File: config.mk
export PLATFORM = sky130hd
export DESIGN_NAME = uart_tx_ctrl_flat
export DESIGN_NICKNAME = d
export VERILOG_FILES = /design/src/rtl/uart_tx_ctrl_pkg.sv /design/src/rtl/uart_tx_ctrl_if.sv /design/src/rtl/uart_tx_ctrl.sv /design/src/flat_wrapper.sv
export SDC_FILE = /design/constraint.sdc
export NUM_CORES = 1
export LEC_CHECK = 0
export CELL_PAD_IN_SITES_DETAIL_PLACEMENT = 0
export CELL_PAD_IN_SITES_GLOBAL_PLACEMENT = 1
export CORE_ASPECT_RATIO = 2
export CORE_UTILIZATION = 50
export CTS_BUF_LIST = sky130_fd_sc_hd__clkbuf_8 sky130_fd_sc_hd__clkbuf_16
export DETAILED_ROUTE_END_ITERATION = 7
export DONT_BUFFER_PORTS = 1
export PLACE_DENSITY = 0.88
export SYNTH_ARGS = -nofsm -noshare
export SYNTH_HDL_FRONTEND = slang
export SYNTH_SLANG_ARGS = --single-unit
export TNS_END_PERCENT = 100
File: constraint.sdc
create_clock -name clk -period 3 [get_ports clk]
set_clock_uncertainty 0.05 [all_clocks]
set_input_delay 0.9 -clock clk [delete_from_list [all_inputs] [get_ports clk]]
set_output_delay 0.9 -clock clk [all_outputs]
set_load 0.05 [all_outputs]
File: src/rtl/uart_tx_ctrl_pkg.sv
// Shared USART definitions: FSM encoding and line constants.
// Also used by the receive controller.
package uart_tx_ctrl_pkg;

  localparam int DATA_W = 8;

  localparam logic IDLE_LEVEL = 1'b1;

  localparam logic [2:0] ST_IDLE  = 3'd0;
  localparam logic [2:0] ST_ARMED = 3'd1;
  localparam logic [2:0] ST_START = 3'd2;
  localparam logic [2:0] ST_DATA  = 3'd3;
  localparam logic [2:0] ST_NINTH = 3'd4;
  localparam logic [2:0] ST_STOP  = 3'd5;

  typedef enum logic [2:0] {
    IDLE  = ST_IDLE,
    ARMED = ST_ARMED,
    START = ST_START,
    DATA  = ST_DATA,
    NINTH = ST_NINTH,
    STOP  = ST_STOP
  } state_e;

endpackage

File: src/rtl/uart_tx_ctrl_if.sv
// USART transmit control bundle.
// master = SFR/baud side, slave = transmit sequencer.
interface uart_tx_ctrl_if;
  import uart_tx_ctrl_pkg::*;

  logic              txen;
  logic              tx9;
  logic              tx9d;
  logic              txreg_wr_en;
  logic [DATA_W-1:0] txreg_in;
  logic              baud_tick;
  logic              tx_out;
  logic              txif;
  logic              trmt;

  modport master (
    output txen, tx9, tx9d,
    output txreg_wr_en, txreg_in,
    output baud_tick,
    input  tx_out, txif, trmt
  );

  modport slave (
    input  txen, tx9, tx9d,
    input  txreg_wr_en, txreg_in,
    input  baud_tick,
    output tx_out, txif, trmt
  );

endinterface

File: src/rtl/uart_tx_ctrl.sv
// USART async transmit sequencer: TXREG, TSR and framing.
// Start, 8 data LSB first, optional 9th bit, stop.
module uart_tx_ctrl
  import uart_tx_ctrl_pkg::*;
(
  input  logic           clk,
  input  logic           rst,
  uart_tx_ctrl_if.slave  bus
);

  state_e            state_q;
  logic [DATA_W-1:0] txreg_q;
  logic [DATA_W-1:0] tsr_q;
  logic              full_q;
  logic              ninth_q;
  logic [2:0]        bit_cnt_q;
  logic              tx_q;
  logic              trmt_q;
  logic              xfer;

  localparam logic [2:0] LAST_BIT = 3'(DATA_W - 1);

  // TXREG -> TSR move: any idle cycle, or the stop tick
  assign xfer = full_q & bus.txen &
                ((state_q == IDLE) |
                 ((state_q == STOP) & bus.baud_tick));

  // Holding register, frame FSM and registered line outputs
  always_ff @(posedge clk) begin
    if (rst) begin
      state_q   <= IDLE;
      txreg_q   <= '0;
      tsr_q     <= '0;
      full_q    <= 1'b0;
      ninth_q   <= 1'b0;
      bit_cnt_q <= '0;
      tx_q      <= IDLE_LEVEL;
      trmt_q    <= 1'b1;
    end else begin
      if (bus.txreg_wr_en) begin
        txreg_q <= bus.txreg_in;
        full_q  <= 1'b1;
      end else if (xfer) begin
        full_q  <= 1'b0;
      end

      if (!bus.txen) begin
        state_q <= IDLE;
        tsr_q   <= '0;
        tx_q    <= IDLE_LEVEL;
        trmt_q  <= 1'b1;
      end else begin
        unique case (state_q)
          IDLE: begin
            if (xfer) begin
              tsr_q   <= txreg_q;
              ninth_q <= bus.tx9d;
              trmt_q  <= 1'b0;
              state_q <= ARMED;
            end
          end
          ARMED: begin
            if (bus.baud_tick) begin
              tx_q    <= 1'b0;
              state_q <= START;
            end
          end
          START: begin
            if (bus.baud_tick) begin
              tx_q      <= tsr_q[0];
              tsr_q     <= {1'b0, tsr_q[DATA_W-1:1]};
              bit_cnt_q <= '0;
              state_q   <= DATA;
            end
          end
          DATA: begin
            if (bus.baud_tick) begin
              if (bit_cnt_q != LAST_BIT) begin
                tx_q      <= tsr_q[0];
                tsr_q     <= {1'b0, tsr_q[DATA_W-1:1]};
                bit_cnt_q <= bit_cnt_q + 3'd1;
              end else if (bus.tx9) begin
                tx_q    <= ninth_q;
                state_q <= NINTH;
              end else begin
                tx_q    <= 1'b1;
                state_q <= STOP;
              end
            end
          end
          NINTH: begin
            if (bus.baud_tick) begin
              tx_q    <= 1'b1;
              state_q <= STOP;
            end
          end
          STOP: begin
            if (bus.baud_tick) begin
              if (xfer) begin
                tsr_q   <= txreg_q;
                ninth_q <= bus.tx9d;
                tx_q    <= 1'b0;
                state_q <= START;
              end else begin
                trmt_q  <= 1'b1;
                state_q <= IDLE;
              end
            end
          end
          default: begin
            tx_q    <= IDLE_LEVEL;
            trmt_q  <= 1'b1;
            state_q <= IDLE;
          end
        endcase
      end
    end
  end

  assign bus.tx_out = tx_q;
  assign bus.txif   = ~full_q;
  assign bus.trmt   = trmt_q;

endmodule

File: src/flat_wrapper.sv
// flat-port wrapper written by rule: the top's interface ports become plain ports
module uart_tx_ctrl_flat import uart_tx_ctrl_pkg::*;
  (clk, rst, bus_txen, bus_tx9, bus_tx9d, bus_txreg_wr_en, bus_txreg_in, bus_baud_tick, bus_tx_out, bus_txif, bus_trmt);
  uart_tx_ctrl_if bus_i ();
  input  logic clk;
  input  logic rst;
  input wire logic [$bits(bus_i.txen)-1:0] bus_txen;
  input wire logic [$bits(bus_i.tx9)-1:0] bus_tx9;
  input wire logic [$bits(bus_i.tx9d)-1:0] bus_tx9d;
  input wire logic [$bits(bus_i.txreg_wr_en)-1:0] bus_txreg_wr_en;
  input wire logic [$bits(bus_i.txreg_in)-1:0] bus_txreg_in;
  input wire logic [$bits(bus_i.baud_tick)-1:0] bus_baud_tick;
  output wire logic [$bits(bus_i.tx_out)-1:0] bus_tx_out;
  output wire logic [$bits(bus_i.txif)-1:0] bus_txif;
  output wire logic [$bits(bus_i.trmt)-1:0] bus_trmt;
  assign bus_i.txen = bus_txen;
  assign bus_i.tx9 = bus_tx9;
  assign bus_i.tx9d = bus_tx9d;
  assign bus_i.txreg_wr_en = bus_txreg_wr_en;
  assign bus_i.txreg_in = bus_txreg_in;
  assign bus_i.baud_tick = bus_baud_tick;
  assign bus_tx_out = bus_i.tx_out;
  assign bus_txif = bus_i.txif;
  assign bus_trmt = bus_i.trmt;
  uart_tx_ctrl u_core (.clk(clk), .rst(rst), .bus(bus_i));
endmodule
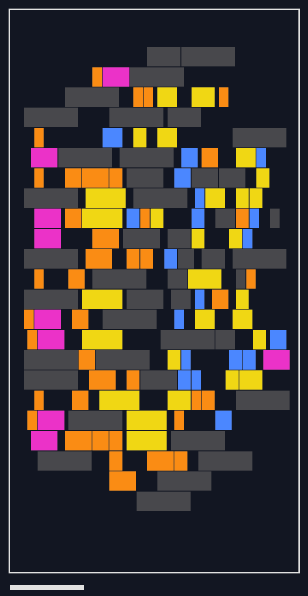
Figure 1: gate families picked out.
Bar = 10 um.
legend:
  yellow:
    family: inverting AOI/OAI gates
    cells: 28
  magenta:
    family: multiplexers
    cells: 9
    most_used: mux2i_1
  blue:
    family: NAND gates
    cells: 19
    most_used: nand2_1
  orange:
    family: NOR gates
    cells: 40
    most_used: nor2_1
final cell count without fillers: 167
most frequent logic cell in the layout: sky130_fd_sc_hd__dfxtp_1
multi-input logic portion of the cell area: 54.4%

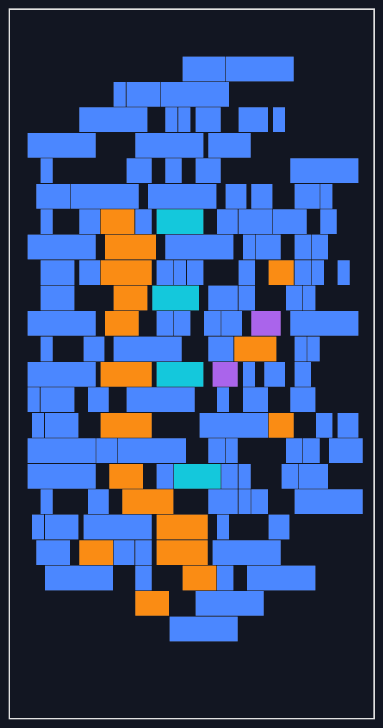
Figure 2: sizing map.
legend:
  blue:
    size: _0 and _1 cells
    cells: 116
    most_used: dfxtp_1
  orange:
    size: _2 cells
    cells: 17
  cyan:
    size: _6 and larger
    cells: 4
    most_used: clkbuf_8
  purple:
    size: _3 and _4 cells
    cells: 2
final setup margin: 1070 ps
area added between synthesis and finish: 1.11%
Repair and plain buffers: 1
Finished Cell Area: 0.00137 mm2

==> results_slide.txt <==
Flow Results at a Glance

Logic synthesis
  – Number of enable-type register cells in the synthesized netlist: 0
  – Yosys top cell by area: sky130_fd_sc_hd__dfxtp_1
  – Gate count after technology mapping: 146
  – Largest cells by area: sky130_fd_sc_hd__dfxtp_1, sky130_fd_sc_hd__a221oi_2, sky130_fd_sc_hd__mux2i_1
  – Leading register cell type out of synthesis: sky130_fd_sc_hd__dfxtp_1
  – Max-area cell share: 38.4%
  – Number of nets produced by synthesis: 163
  – Yosys warning tally: 0
  – Post-synth design cell area: 0.00136 mm2
  – Synth Area per Inst: 9.29 um2
  – Most popular library cell in the synthesized design by count: sky130_fd_sc_hd__dfxtp_1
  – Async set-reset flop share out of synthesis: 0%
  – Post-synthesis register bit count: 26
  – Leading post-synthesis cells by instance count: sky130_fd_sc_hd__dfxtp_1, sky130_fd_sc_hd__nor2_1, sky130_fd_sc_hd__mux2i_1, sky130_fd_sc_hd__nor2b_1, sky130_fd_sc_hd__nor3_1
  – Cell variety after synth: 34
  – Synthesized chip area reported by yosys: 0.00136 mm2
  – Register area share after synthesis: 38.4%
  – Yosys cell count: 146

Setup path
  – Critical Path Slowest Stage Cell: sky130_fd_sc_hd__dfxtp_1
  – Critical path launch point: u_core.state_q[1]
  – Total stage count of the critical path: 4
  – Cell breakdown of the critical path: and2b_1, nand3_1, a221oi_2, nor3_2
  – Startpoint Class: flip-flop
  – Critical path type: flip-flop to flip-flop
  – Number of cells on the worst reg-to-reg path: 4
  – CP Data Required Time: 3100 ps
  – Endpoint kind of the worst setup timing path: flip-flop
  – Maximum cell stage delay along the critical path: 680 ps
  – Cell type group with the largest total delay on the critical path: simple AND/OR/NAND/NOR gates
  – Worst flop-to-flop path endpoint: u_core.tsr_q[4]
  – Worst reg2reg path startpoint: u_core.state_q[1]
  – Top fanout value on the critical path: 17
  – Data arrival at the endpoint of the critical path: 2030 ps
  – Buf/Inv on CP: 0
  – Crit path to: u_core.tsr_q[4]
  – Register-to-register setup slack: 1070 ps

Timing
  – Worst slew margin: 58.1%
  – Max-slew violations: 0
  – Smallest hold slack: 408 ps
  – Setup TNS after final layout: 0 ps
  – Achievable frequency: 518 MHz
  – Final worst path period share: 64.3%
  – Finish-stage setup viols: 0
  – Least-Margin Pin Slew: 627 ps
  – Final tally of hold violations: 0
  – RSZ-0062 raised after global routing: no
  – Final critical-path required period: 1930 ps

Worst hold path
  – Hold path cells: 2
  – Worst Min Path Start: u_core.ninth_q
  – HP Class: flip-flop to flip-flop
  – Hold endpoint: u_core.ninth_q

Floorplan
  – Std-Cell Core Area: 0.00257 mm2
  – Die outline height: 75.7 um
  – Total die area: 0.00294 mm2
  – Cell Rows: 26
  – Width of the die: 38.8 um
  – I/O pin count: 18
  – Effective utilization at floorplan: 52.8%

Clocking
  – Post-CTS setup buffers: 0
  – Maximum buffer depth of the clock tree: 2
  – Clk pin slew, worst setup/hold paths: 90 ps
  – Clock tree from TritonCTS: done
  – Clk sinks: 26
  – CTS Root Buffer Type: sky130_fd_sc_hd__clkbuf_8
  – Deepest level of the CTS H-tree: 1
  – Post-cts hold-fix buffer tally: 0
  – Number of buffers created by CTS: 3
  – Resized Gates After CTS: 0

GRT
  – Maximum number of pins on one net before global-route repair: 18
  – Initial antenna violation count: 0
  – Peak-usage layer in the global routing report: met2
  – Number of global-route vias before repair: 932
  – GR met2 Demand/Resource: 34.4%
  – Gr ovfl total: 0
  – Met1 Resource Use GR: 20.6%
  – First-pass GRT wire length: 4080 um
  – Overall global routing resource usage: 19.8%

Detailed routing
  – Residual antenna-violating net count after detailed routing: 0
  – Remaining DRCs: 0
  – Top sig layer: met4
  – First-pass detailed-route iteration total: 4
  – Amount of wire on met3 after detailed routing: 82 um
  – Sum of routed wire segments on met1: 1040 um
  – Routed len/inst: 15.2 um
  – Routed via count divided by cell count: 6.11
  – Detailed route wirelength on metal2: 1340 um
  – Drt first-iter violations: 14

Placement
  – Weighted congestion at the end of routability-driven global placement: 0.739
  – # port buffers: 0
  – Worst slack at placement: 944 ps
  – Placed cell areas: 0.00132 mm2
  – Placed wire-length estimate: 1840 um
  – Total placed cells including tap cells: 163

Run
  – OpenROAD warnings: 26
  – Maximum Capacitance Violations: 0

Status
  – Status: completed

Power and ir drop
  – Power per unit of standard cell area: 477 mW/mm2
  – Post-route total power: 0.654 mW
  – IR drop worst, VDD: 0.340 mV
  – Static Leak: 0.506 nW

Layout
  – Antenna Cells: 0
  – # fillers: 252
  – Fraction of final layout cells sized beyond drive strength 1: 16.5%
  – Post-layout nets: 157
  – Final core utilization: 53.4%
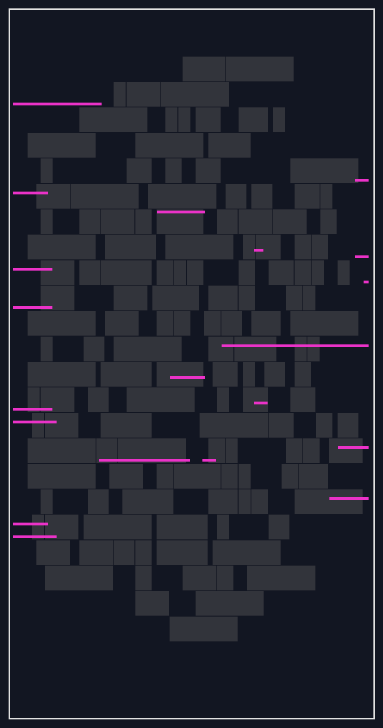
Figure 3: M3 wires.
longest straight run: 15.4 um
main direction: horizontal
share of all routed wire: 3.2%
wire length on this layer: 82.1 um
nets with wire on the layer: 16
total wire length after detailed routing: 2540 um
Vias: 1020
M3 GR Usage: 3.79%

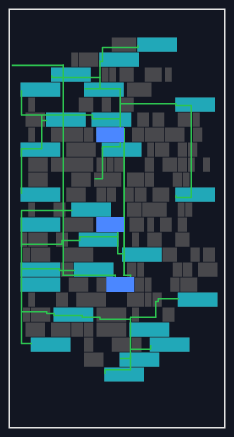
Figure 4: clock wires, drivers and flops.
legend:
  cyan:
    item: flip-flops
    count: 26
  green:
    item: clock wires
    length: 351 um
  blue:
    item: clock drivers
    count: 3
flops lie: all over the die
routed clock nets: 4
Clk Latency, worst-skew pair: 270 ps
Clock power frac: 35.3%

layout by cell type (no fill, tap or decap), types with 2 or more instances in the layout:
cell type and instances:
sky130_fd_sc_hd__dfxtp_1 26, sky130_fd_sc_hd__a21oi_1 7, sky130_fd_sc_hd__o21ai_0 4, sky130_fd_sc_hd__nor3_1 9, sky130_fd_sc_hd__and2_2 2, sky130_fd_sc_hd__nor2_1 15
sky130_fd_sc_hd__mux2i_1 9, sky130_fd_sc_hd__inv_1 2, sky130_fd_sc_hd__ha_1 2, sky130_fd_sc_hd__clkbuf_8 4, sky130_fd_sc_hd__nand2b_1 3, sky130_fd_sc_hd__a22oi_1 3
sky130_fd_sc_hd__nand2_1 8, sky130_fd_sc_hd__nor3_2 7, sky130_fd_sc_hd__a32oi_1 2, sky130_fd_sc_hd__nor2b_1 9, sky130_fd_sc_hd__a221oi_2 7, sky130_fd_sc_hd__nand3_1 6
logic make-up after synthesis:
group           synth area share (%)
simple gates                    27.1
compound gates                  19.4
flops                           38.4
buf+inv                         6.64
mux                             6.64
fa+ha+maj                       1.84
final cells by class:
cell class / count / area (um2) / share of cell area [%]
well taps: 28 / 35.0 / 2.55
repair buffers: 1 / 7.51 / 0.547
flip-flops and latches: 26 / 520 / 38.0
multi-input cells: 106 / 746 / 54.4
inverters: 2 / 7.51 / 0.547
clock buffers: 4 / 55.1 / 4.01
state kept, by name, summed over array words and instances, names as in the netlist:
name / cells
u_core.bus.tx_out: 1
u_core.ninth_q: 1
u_core.bit_cnt_q: 3
u_core.state_q: 3
u_core.bus.trmt: 1
u_core.txreg_q: 8
u_core.tsr_q: 8
u_core.full_q: 1
report_power, final:
part	internal, mW	switching [mW]
clock	0.118	0.113
combinational	0.0254	0.0299
sequential	0.357	0.0111
total	0.500	0.154
Power figures rest on the tool's default switching activity, not on a simulated workload.
